--- config.mk ---
export PLATFORM = sky130hd
export DESIGN_NAME = alu_exec_unit
export DESIGN_NICKNAME = d
export VERILOG_FILES = /design/src/rtl/alu_exec_unit.sv
export SDC_FILE = /design/constraint.sdc
export NUM_CORES = 1
export LEC_CHECK = 0
export ABC_CLOCK_PERIOD_IN_PS = 4400
export CAP_MARGIN = 30
export CORE_MARGIN = 5
export CORE_UTILIZATION = 55
export DETAILED_ROUTE_END_ITERATION = 7
export PLACE_DENSITY = 0.78
export SLEW_MARGIN = 20
export SYNTH_ARGS = -nofsm -noshare
export SYNTH_HDL_FRONTEND = slang
export SYNTH_SLANG_ARGS = --single-unit
--- constraint.sdc ---
create_clock -name clk -period 4.4 [get_ports clk]
set_input_delay 0.44 -clock clk [delete_from_list [all_inputs] [get_ports clk]]
set_output_delay 0.44 -clock clk [all_outputs]
set_load 0.005 [all_outputs]
--- src/rtl/alu_exec_unit.sv ---
// EX-stage ALU execution unit: single-cycle logic/arithmetic/set ops and
// iterative one-bit-per-cycle shifts, with a registered result and done pulse.
module alu_exec_unit #(
  parameter int WIDTH   = 32,
  parameter int SHAMT_W = 5
) (
  input  logic             clk,
  input  logic             rst_n,
  input  logic             start,
  input  logic [5:0]       decoded_op,
  input  logic [WIDTH-1:0] operand_a,
  input  logic [WIDTH-1:0] operand_b,
  output logic             busy,
  output logic             done,
  output logic [WIDTH-1:0] result,
  output logic             zero,
  output logic             illegal
);

  // state   | meaning
  // S_IDLE  | accepting ops; single-cycle ops and zero-amount shifts finish here
  // S_SHIFT | shifting the accumulator one bit per cycle until cnt reaches 0
  typedef enum logic {S_IDLE, S_SHIFT} state_t;
  typedef enum logic [1:0] {SH_LL = 2'd0, SH_RL = 2'd1, SH_RA = 2'd2} shkind_t;

  localparam logic [5:0] OP_BEQZ = 6'h00;
  localparam logic [5:0] OP_ADD  = 6'h08;
  localparam logic [5:0] OP_SUB  = 6'h0a;
  localparam logic [5:0] OP_AND  = 6'h0c;
  localparam logic [5:0] OP_OR   = 6'h0d;
  localparam logic [5:0] OP_XOR  = 6'h0e;
  localparam logic [5:0] OP_SLL  = 6'h14;
  localparam logic [5:0] OP_SRL  = 6'h16;
  localparam logic [5:0] OP_SRA  = 6'h17;
  localparam logic [5:0] OP_SEQ  = 6'h18;
  localparam logic [5:0] OP_SNE  = 6'h19;
  localparam logic [5:0] OP_SLT  = 6'h1a;
  localparam logic [5:0] OP_SLE  = 6'h1c;

  localparam logic [SHAMT_W-1:0] CNT_ONE = {{(SHAMT_W-1){1'b0}}, 1'b1};

  state_t             r_state, w_state_nxt;
  shkind_t            r_kind, w_kind_nxt, w_op_kind;
  logic [WIDTH-1:0]   r_acc, w_acc_nxt, w_acc_shifted;
  logic [SHAMT_W-1:0] r_cnt, w_cnt_nxt;
  logic [WIDTH-1:0]   r_result, w_result_nxt;
  logic               r_zero, w_zero_nxt;
  logic               r_illegal, w_illegal_nxt;
  logic               r_done, w_done_nxt;

  logic [SHAMT_W-1:0] w_amt;
  logic [WIDTH-1:0]   w_alu_res;
  logic               w_legal;
  logic               w_is_shift;
  logic               w_set_bit;

  assign w_amt = operand_b[SHAMT_W-1:0];

  // Single-cycle datapath; a zero-amount shift just passes operand_a through.
  always_comb begin
    w_alu_res  = '0;
    w_legal    = 1'b1;
    w_is_shift = 1'b0;
    w_set_bit  = 1'b0;
    w_op_kind  = SH_LL;
    case (decoded_op)
      OP_BEQZ: w_set_bit = (operand_a == '0);
      OP_SEQ:  w_set_bit = (operand_a == operand_b);
      OP_SNE:  w_set_bit = (operand_a != operand_b);
      OP_SLT:  w_set_bit = ($signed(operand_a) <  $signed(operand_b));
      OP_SLE:  w_set_bit = ($signed(operand_a) <= $signed(operand_b));
      OP_ADD:  w_alu_res = operand_a + operand_b;
      OP_SUB:  w_alu_res = operand_a - operand_b;
      OP_AND:  w_alu_res = operand_a & operand_b;
      OP_OR:   w_alu_res = operand_a | operand_b;
      OP_XOR:  w_alu_res = operand_a ^ operand_b;
      OP_SLL: begin
        w_is_shift = 1'b1;
        w_op_kind  = SH_LL;
        w_alu_res  = operand_a;
      end
      OP_SRL: begin
        w_is_shift = 1'b1;
        w_op_kind  = SH_RL;
        w_alu_res  = operand_a;
      end
      OP_SRA: begin
        w_is_shift = 1'b1;
        w_op_kind  = SH_RA;
        w_alu_res  = operand_a;
      end
      default: w_legal = 1'b0;
    endcase
    if (decoded_op == OP_BEQZ || decoded_op == OP_SEQ || decoded_op == OP_SNE ||
        decoded_op == OP_SLT  || decoded_op == OP_SLE)
      w_alu_res = {{(WIDTH-1){1'b0}}, w_set_bit};
  end

  always_comb begin
    w_acc_shifted = r_acc;
    case (r_kind)
      SH_LL:   w_acc_shifted = {r_acc[WIDTH-2:0], 1'b0};
      SH_RL:   w_acc_shifted = {1'b0, r_acc[WIDTH-1:1]};
      SH_RA:   w_acc_shifted = {r_acc[WIDTH-1], r_acc[WIDTH-1:1]};
      default: w_acc_shifted = r_acc;
    endcase
  end

  always_comb begin
    w_state_nxt   = r_state;
    w_kind_nxt    = r_kind;
    w_acc_nxt     = r_acc;
    w_cnt_nxt     = r_cnt;
    w_result_nxt  = r_result;
    w_zero_nxt    = r_zero;
    w_illegal_nxt = r_illegal;
    w_done_nxt    = 1'b0;
    case (r_state)
      S_IDLE: begin
        if (start) begin
          if (w_is_shift && (w_amt != '0)) begin
            w_acc_nxt   = operand_a;
            w_cnt_nxt   = w_amt;
            w_kind_nxt  = w_op_kind;
            w_state_nxt = S_SHIFT;
          end else begin
            w_result_nxt  = w_alu_res;
            w_zero_nxt    = (w_alu_res == '0);
            w_illegal_nxt = ~w_legal;
            w_done_nxt    = 1'b1;
          end
        end
      end
      S_SHIFT: begin
        w_acc_nxt = w_acc_shifted;
        w_cnt_nxt = r_cnt - CNT_ONE;
        if (r_cnt == CNT_ONE) begin
          w_result_nxt  = w_acc_shifted;
          w_zero_nxt    = (w_acc_shifted == '0);
          w_illegal_nxt = 1'b0;
          w_done_nxt    = 1'b1;
          w_state_nxt   = S_IDLE;
        end
      end
      default: w_state_nxt = S_IDLE;
    endcase
  end

  always_ff @(posedge clk or negedge rst_n) begin
    if (!rst_n) begin
      r_state   <= S_IDLE;
      r_kind    <= SH_LL;
      r_acc     <= '0;
      r_cnt     <= '0;
      r_result  <= '0;
      r_zero    <= 1'b0;
      r_illegal <= 1'b0;
      r_done    <= 1'b0;
    end else begin
      r_state   <= w_state_nxt;
      r_kind    <= w_kind_nxt;
      r_acc     <= w_acc_nxt;
      r_cnt     <= w_cnt_nxt;
      r_result  <= w_result_nxt;
      r_zero    <= w_zero_nxt;
      r_illegal <= w_illegal_nxt;
      r_done    <= w_done_nxt;
    end
  end

  assign busy    = (r_state == S_SHIFT);
  assign done    = r_done;
  assign result  = r_result;
  assign zero    = r_zero;
  assign illegal = r_illegal;

endmodule

run_1/port_nets.png
The bar under the picture is 50 µm long.
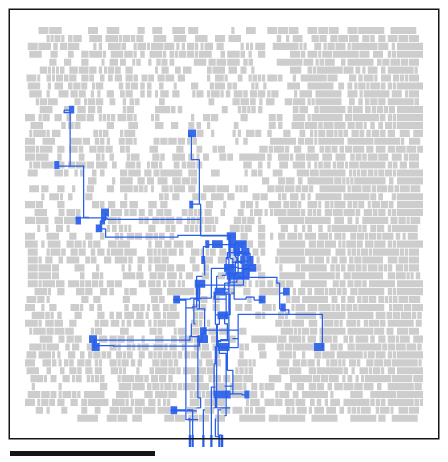
[decoded_op] blue | direction: input | edge: south | end cells: 43 | buffers: 14 | wire: 1,060 µm
I/O Pins: 109
Port Buf Inserts: 108

run_1/final_congestion.png
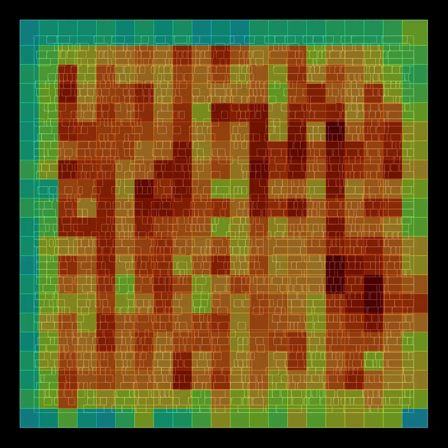
met3 layer usage reported by global route: 8.91%
GR Util All Layers: 40.0%

==> flow_summary.toml, run 1 <==
# physical design summary
[status]
status = "completed"

[floorplan]
placement_rows = 50
die_x_size_um = 147

[timing]
rsz0062_at_grt = "false"
tightestPinTransition_ps = 904
final_period_minus_worst_setup_slack_ps = 4240
finalCritPeriodShare_pct = 96.4
setup_viol_count_final = 0
setup_total_negative_slack_ps = 0

[power_and_ir_drop]
power.total_mw = 4.88
p_per_cell_area_nw_per_um2 = 370

[critical_path]
worst_setup_path_endpoint = "result[29]$_DFFE_PN0P_"
worstReg2RegStart = "r_cnt[1]$_DFFE_PN0P_"
required_ps = 4680
cp.depth = 15
category_of_the_worst_setup_path_capture_point = "register"
startpoint_type = "input pin"
critical_path.cell_chain = "clkdlybuf4s50_1 -> inv_1 -> ha_1 -> buf_4 -> o211ai_1 -> o21ai_0 -> a31oi_1 -> o41ai_1 -> buf_4 -> nand4_1 -> a2111oi_0 -> a211oi_1 -> buf_4 -> o211ai_1 -> o21a_1"

[route]
post_drt_via_cell_ratio = 6.82
detail_route.wirelength_um = 45800
wire_per_inst_um = 24.6

[cells_and_area]
flop-count = 75
nNetsFinal = 1798
final_layout_size_suffix_gt1_share_pct = 15.7
final-clk-cell-share_pct = 2.58
antenna-diode-count = 0
layout.area.comb_um2 = 7710

[yosys]
synth_area_per_cell_um2 = 7.36
synth.cellmix.xorXnorShare_pct = 0.677
synth_nets = 1581
ff_type = "sky130_fd_sc_hd__dfrtp_1"
largest_family_of_logic_cells_by_area = "AND-OR/OR-AND gates"

[clock_tree]
cts_hold_repair.buffers = 0
latency_at_later_pin_ps = 340
path_clk_slew_ps = 60
clock-root-buffer = "sky130_fd_sc_hd__clkbuf_16"

[min_path]
worst_hold_path_type = "input pin to asynchronous set/reset pin"

[placement]
dp_area_um2 = 12800

[global_routing]
grt_pass1_wl_um = 68300
grt_pass1_vias = 12100
run_1/met1.png
The bar under the picture is 50 µm long. Supply wires on this layer in gray. Cells faint in the background.
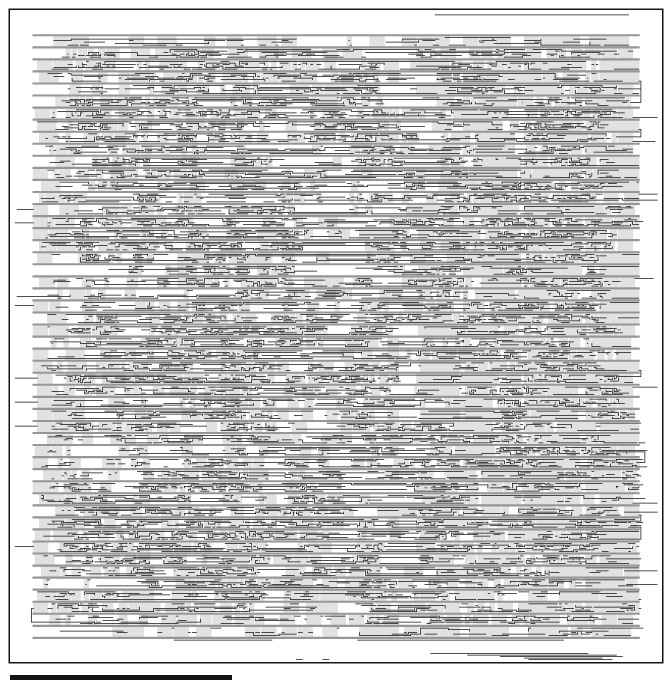
wire length on this layer: 17,500 µm
nets with wire on the layer: 1,639
share of all routed wire: 38%

## run 1: power by group
part	total, mW	switching, mW	internal [mW]
combinational	2.70	1.50	1.20
sequential	1.33	0.312	1.02
clock	0.853	0.301	0.553
## run 1: per-stage QoR
step	std cells	utilization (%)
finish	1860	70.9
global route	1860	70.9
CTS	1858	70.6
detailed placement	1843	68.8
global placement	1841	68.7
floorplan	1405	-
## run 1: state kept, by name (all words and copies together), names as in the netlist
signal   flops
zero         1
r_cnt        5
illegal      1
done         1
busy         1
result      32
r_acc       32
r_kind       2
## run 1: routing by layer
layer / GRT usage (%) / up-vias / part of all wire (%)
li1: - / 5614 / -
met1: 53.1 / 5927 / 38
met2: 63.0 / 926 / 43
met3: 8.91 / 219 / 13
met4: 16.8 / 2 / 5.4
met5: 0 / - / 0.028
run_1/metal_stack.png
Only two layers are drawn.
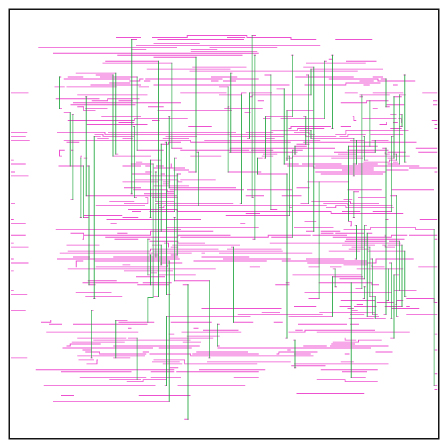

==> inputs of run 2 (changes only) <==
--- a/config.mk
+++ b/config.mk
@@ -10,6 +10,7 @@
 export CORE_MARGIN = 5
 export CORE_UTILIZATION = 55
 export DETAILED_ROUTE_END_ITERATION = 7
+export GPL_ROUTABILITY_DRIVEN = 0
 export PLACE_DENSITY = 0.78
 export SLEW_MARGIN = 20
 export SYNTH_ARGS = -nofsm -noshare
run_2/metal_stack.png
Only two layers are drawn.
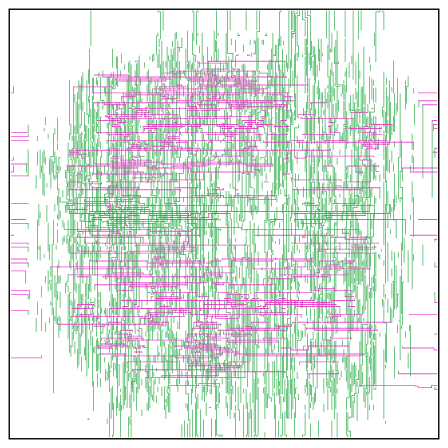
[met2] green | wire length: 16,600 µm
[met3] magenta | wire length: 5,140 µm

==> flow_summary.toml, run 2 <==
# physical design summary
[status]
status = "completed"

[cells_and_area]
antenna-diode-count = 0
layout.area.comb_um2 = 7700
nNetsFinal = 1734
stdcell_count = 1796

[yosys]
synth_area_per_cell_um2 = 7.36
ff_type = "sky130_fd_sc_hd__dfrtp_1"
largest_family_of_logic_cells_by_area = "AND-OR/OR-AND gates"
synth.cellmix.xorXnorShare_pct = 0.677

[global_routing]
groute.usage.overall_pct = 35.0
grt_pass1_wl_um = 61200
grt_pass1_vias = 11300

[critical_path]
worstReg2RegStart = "r_cnt[1]$_DFFE_PN0P_"
required_ps = 4670
worst_setup_path_endpoint = "zero$_DFFE_PN0P_"
critical_path.cell_chain = "clkdlybuf4s50_1 -> ha_1 -> fa_1 -> a211oi_1 -> nor2_1 -> a221o_1 -> a211oi_1 -> o2111ai_1 -> nor3_1 -> nand4bb_1 -> nor4_1 -> nand4_1 -> or3_1 -> o21ai_2"

[timing]
tightestPinTransition_ps = 1080
setup_total_negative_slack_ps = 0
rsz0062_at_grt = "false"
setup_viol_count_final = 0

[placement]
dp_area_um2 = 12300
post-place-cells = 1777

[clock_tree]
path_clk_slew_ps = 60
clock-root-buffer = "sky130_fd_sc_hd__clkbuf_16"
cts_hold_repair.buffers = 0

[power_and_ir_drop]
p_per_cell_area_nw_per_um2 = 354
pwr-share-seq_pct = 29.4
pwr_top = "combinational cells"
power.total_mw = 4.46
fraction_of_power_consumed_by_the_clock_network_pct = 14.9
net-switching-power_mw = 1.93
seq_cell_power_mw = 1.31
clock_net_power_mw = 0.667
fraction_of_power_spent_switching_nets_pct = 43.2
comb_power_mw = 2.48

[floorplan]
placement_rows = 50

[route]
detail_route.wirelength_um = 39500
wire_per_inst_um = 22.0
[run 2: cell types whose count changed in the layout (fill, tap and decap cells not counted), sizes merged]
cell and change:
clkinv +1, dlygate4sd3 +1, clkbuf +3, bufinv -3, buf -65, clkinvlp -1
[run 2: final cells by class]
| class | instances | share of cell area (%) |
|---|---|---|
| Timing Repair Buffer | 232 | 16.4 |
| Clock inverter | 3 | 0.119 |
| Clock buffer | 12 | 1.95 |
| Tap cell | 234 | 2.32 |
| Inverter | 111 | 3.30 |
| Sequential cell | 75 | 14.9 |
| Multi-Input combinational cell | 1129 | 61.0 |
[run 2: layer usage]
metal,up-vias,global-route usage [%],part of all wire [%]
li1,5499,-,-
met1,5585,46.5,39
met2,893,52.6,42
met3,185,9.28,13
met4,0,17.1,5.9
met5,-,0,0
run_2/final_congestion.png
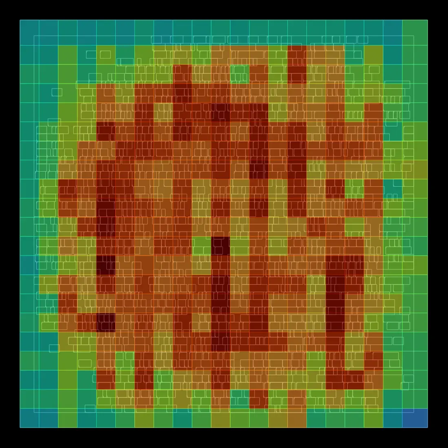

==> inputs of run 3 (changes only) <==
--- a/config.mk
+++ b/config.mk
@@ -5,12 +5,12 @@
 export SDC_FILE = /design/constraint.sdc
 export NUM_CORES = 1
 export LEC_CHECK = 0
-export ABC_CLOCK_PERIOD_IN_PS = 4400
+export ABC_CLOCK_PERIOD_IN_PS = 4480
 export CAP_MARGIN = 30
 export CORE_MARGIN = 5
 export CORE_UTILIZATION = 55
 export DETAILED_ROUTE_END_ITERATION = 7
-export GPL_ROUTABILITY_DRIVEN = 0
+export GPL_ROUTABILITY_DRIVEN = 1
 export PLACE_DENSITY = 0.78
 export SLEW_MARGIN = 20
 export SYNTH_ARGS = -nofsm -noshare
==> constraint.sdc (replaced) <==
create_clock -name clk -period 4.48 [get_ports clk]
set_input_delay 0.448 -clock clk [delete_from_list [all_inputs] [get_ports clk]]
set_output_delay 0.448 -clock clk [all_outputs]
set_load 0.005 [all_outputs]
run_3/final_congestion.png
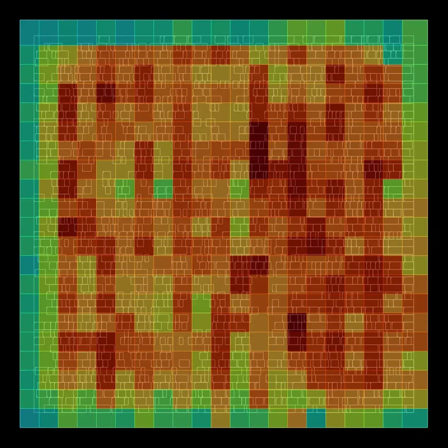
met2 Resource Use GR: 64.1%
GRT met1 Usage: 56.6%
busiest layer in global routing: met2

==> flow_summary.toml, run 3 <==
# physical design summary
[floorplan]
tap-cell-count = 234
placement_rows = 50
die_x_size_um = 147

[global_routing]
grt_pass1_vias = 12200
groute.usage.overall_pct = 41.8

[route]
post_drt_via_cell_ratio = 6.89
wire_per_inst_um = 25.3
detail_route.wirelength_um = 47200

[clock_tree]
clock-root-buffer = "sky130_fd_sc_hd__clkbuf_16"
path_clk_slew_ps = 60

[yosys]
synth_area_per_cell_um2 = 7.36
synth_nets = 1581
largest_family_of_logic_cells_by_area = "AND-OR/OR-AND gates"
synth.cellmix.xorXnorShare_pct = 0.677

[timing]
tightestPinTransition_ps = 939
final_period_minus_worst_setup_slack_ps = 4250
rsz0062_at_grt = "false"
setup_viol_count_final = 0

[cells_and_area]
flop-count = 75
clock_buffer_count = 10
layout.area.comb_um2 = 7700
non_clock_buffer_area_share_pct = 19.9
finish.utilization_pct = 71.3
nNetsFinal = 1804
antenna-diode-count = 0
largest_class = "logic gates"
final_layout_size_suffix_gt1_share_pct = 15.9
final-clk-cell-share_pct = 2.64
stdcell_count = 1867
inv_count = 111
comb_area_share_pct = 58.0

[power_and_ir_drop]
power.total_mw = 4.90
p_per_cell_area_nw_per_um2 = 369
fraction_of_power_consumed_by_the_clock_network_pct = 17.8
p_comb_share_pct = 55.2
power_report.internal_total_mw = 2.75
pwr-share-seq_pct = 26.9
pwr_top = "combinational cells"
fraction_of_power_spent_switching_nets_pct = 44.0
clock_net_power_mw = 0.873

[status]
status = "completed"

[critical_path]
category_of_the_worst_setup_path_capture_point = "register"
worst_setup_path_endpoint = "zero$_DFFE_PN0P_"
required_ps = 4760
worstReg2RegStart = "r_kind[0]$_DFFE_PN0P_"

[placement]
dp_area_um2 = 12900

[min_path]
worst_hold_path_type = "register to register"
run 3: cell counts after synthesis:
Identical to the previous run, type by type.
run 3: timing repair:
item                                    CTS  global route
endpoints found under the setup margin    0             1
hold buffers                              0             1
gates resized                             0             1
endpoints found under the hold margin     0            17
run 3: layer usage:
layer / global-route usage, % / part of all wire (%) / vias to the layer above / routed length [µm]
met5: 0 / 0.015 / - / 7
met4: 18.4 / 5.6 / 2 / 2630
met3: 9.59 / 13 / 242 / 5980
met2: 64.1 / 43 / 1008 / 20300
met1: 56.6 / 39 / 5978 / 18300
li1: - / - / 5634 / -
run 3: worst max-delay path: cells and delay by family:
family	cells	cell delay [ps]
fa+ha+maj	1	380
simple gates	3	620
buf+inv	2	640
compound gates	8	2440
Power is estimated from default activity; no workload was simulated.
